==> config.mk <==
export PLATFORM = sky130hd
export DESIGN_NAME = sector_write
export DESIGN_NICKNAME = d
export VERILOG_FILES = /design/src/rtl/hawk_pkg.sv /design/src/rtl/sector_timer.sv /design/src/rtl/sector_write.sv
export SDC_FILE = /design/constraint.sdc
export NUM_CORES = 1
export LEC_CHECK = 0
export ABC_AREA = 1
export CORE_MARGIN = 1
export CORE_UTILIZATION = 25
export CTS_CLUSTER_SIZE = 10
export DETAILED_ROUTE_END_ITERATION = 8
export PLACE_DENSITY = 0.49
export SYNTH_ARGS = -nofsm -noshare
export SYNTH_HDL_FRONTEND = slang
export SYNTH_SLANG_ARGS = --single-unit
==> constraint.sdc <==
create_clock -name clk -period 1.9 [get_ports clk]
set_input_delay 0.38 -clock clk [delete_from_list [all_inputs] [get_ports clk]]
set_output_delay 0.38 -clock clk [all_outputs]
set_load 0.02 [all_outputs]
==> images/final_clocks.png <==
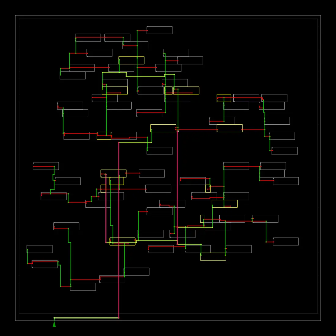
Clock Sinks: 62
registers: 62

==> images/registers.png <==
(2 px per um)
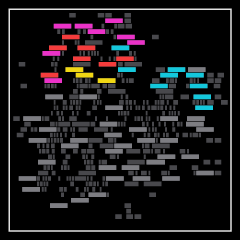
magenta -> buf_data  # sequential cells 8
red -> sh_q  # sequential cells 7
yellow -> bit_cnt_q  # sequential cells 3
cyan -> buf_addr  # sequential cells 9
not colored = 35
Seq/total area: 0.395
Util after Layout: 0.344
FF/Latch Area: 1550 um2

==> images/metal_stack.png <==
(3 px per um)
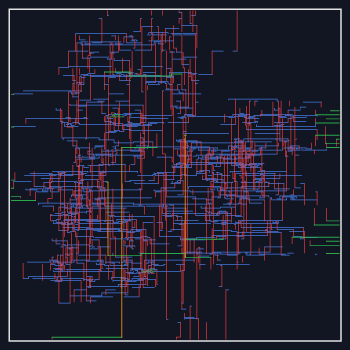
orange -> met4  # wire length 129 um
red -> met2  # wire length 3030 um
blue -> met1  # wire length 3330 um
green -> met3  # wire length 225 um
Detailed Route WL: 6720 um
Total GRT Usage: 0.123

==> run notes <==
yosys + openroad results -> Fill cells about 1200, n_diodes 0, Final Hold Fails 0, Max Cap Viol 0, Hold Slack about 0.41 ns, # hold bufs at CTS 0, Crit Path Class flip-flop to flip-flop, CTS buffer count 9, via/cell ratio about 4.4, Max FO, Critical Path 7, Critical Path AT just over 2 ns, global route overflow 0, element type at the critical path end flip-flop, Yosys reg bits slightly above 60, yosys stat chip area between 2000 and 3000 um2, Layout area overhead 34.5%, Final ANT Viol Nets 0, first-pass GRT wire length approximately 11000 um, final worst-path cycle share 0.942, Worst slew margin 0.716, maximum vdd drop roughly 320 uV, register-to-register setup slack 0.11 ns, H-tree Lvls 3, vias 2425, Hold Crit Class input pin to asynchronous set/reset pin, RSZ-0062 raised after global routing true, vias in the first global route between 2000 and 2500, FP Rows 39, status finished clean, yosys cell count 340, cell count after synthesis approximately 340, Seq/Total Area, Yosys 0.531, DP Cell Count ~520, fin. max-slew vios 0, DRC Markers 0, CTS clk-pin slew, worst paths about 0.060 ns, Final nets approximately 400, FP Util 0.256, Worst EP required around 2.2 ns, OpenROAD warning count 28, I/O Buffers 33, Post-DP HPWL between 4000 and 5000 um, crit path time final approximately 1.8 ns, Worst setup SP type flip-flop, pwr/cell area approximately 880 nW/um2, Worst Slack Setup Final roughly 0.11 ns, synthesized net count 350, total power 3450 uW, Yosys warning total 0, initial antenna violation count 0, dominant cell type by area after synthesis dfrtp_1, die area approximately 12000 um2, Gate Area between 1000 and 1500 um2, Top cells by area dfrtp_1 (53%), nand2_1 (10%), o21ai_0 (5.7%), detailed-route wire length per cell approximately 12 um, Late-Pin Clk Latency roughly 0.33 ns, core area 11400 um2, initial detailed-routing violation count ~92, router iterations before antenna repair 4, DP Worst Slack -0.0280 ns, leak pwr about 0.0018 uW
metrics by stage:
step,TNS (ns),cell area [um2],utilization
after CTS,0,3810,0.334
after global routing,-0.278,3930,0.344
final,0,3930,0.344
after detailed placement,-0.0296,3530,0.309
after global placement,-0.0148,3530,0.309
after floorplan,0,2920,-
routing by layer:
| metal | vias up | global-route usage | share of wire |
|---|---|---|---|
| li1 | 1220 | - | - |
| met1 | 1160 | 0.161 | 0.50 |
| met2 | 38 | 0.185 | 0.45 |
| met3 | 7 | 0.0329 | 0.034 |
| met4 | 0 | 0.0638 | 0.019 |
| met5 | - | 0 | 0 |
power by group:
part           switching [uW]  total [uW]  leakage [uW]  internal (uW)
Combinational             245         387      0.000846            142
Sequential               66.8        1500      0.000850           1430
Clock                     574        1560      0.000142            984
cells in the final DEF, fill, tap and decap left out, types with 3 or more instances in the layout:
master,n
nand2_1,78
dfrtp_1,61
nor2_1,38
inv_1,33
o21ai_0,33
clkdlybuf4s50_1,33
a21oi_1,17
nand3_1,15
buf_4,15
clkbuf_16,10
o21ai_2,9
nor3_1,6
inv_2,4
ha_1,4
buf_12,4
o211ai_1,3
nor2_2,3
nand4_1,3
clkbuf_8,3
worst max-delay path: stages, from the launching register on:
cell	delay [ns]
dfrtp_1	0.37
ha_2	0.21
nand2_2	0.08
nor3_4	0.11
o211ai_1	0.11
nor2_2	0.13
nand2_2	0.09
nor2_4	0.23
nand2_8	0.11
clkbuf_16	0.17
o21ai_2	0.10
logic make-up after synthesis:
family,Yosys count,share of synthesized area
compound gates,68,0.135
mux,2,0.00771
fa+ha+maj,5,0.0214
buf+inv,48,0.0677
xor+xnor,2,0.00600
flops,62,0.531
simple gates,153,0.231
cells in the mapped netlist (all sizes together):
library cell,n
dfrtp,62
nand2,81
nor3b,1
buf,4
ha,5
clkbuf,5
mux2,2
o21ai,44
a31oi,2
nor2,43
o21bai,2
xor2,2
and3,1
nor4,1
inv,39
a21oi,17
o211ai,3
nor3,7
nand4,3
nand3,16
cell type report:
type                            count  share of cell area
Sequential cell                    62               0.395
Multi-Input combinational cell    231               0.305
Inverter                           39              0.0389
Clock buffer                       13              0.0688
Tap cell                          143              0.0456
Timing Repair Buffer               54               0.142
Clock inverter                      3             0.00446
timing repair:
item	in CTS	in global routing
endpoints found under the setup margin	0	12
gates resized	0	10
buffers inserted	0	4
hold endpoints to repair	0	0
No activity file was given, so power comes from the tool's default toggle rates.
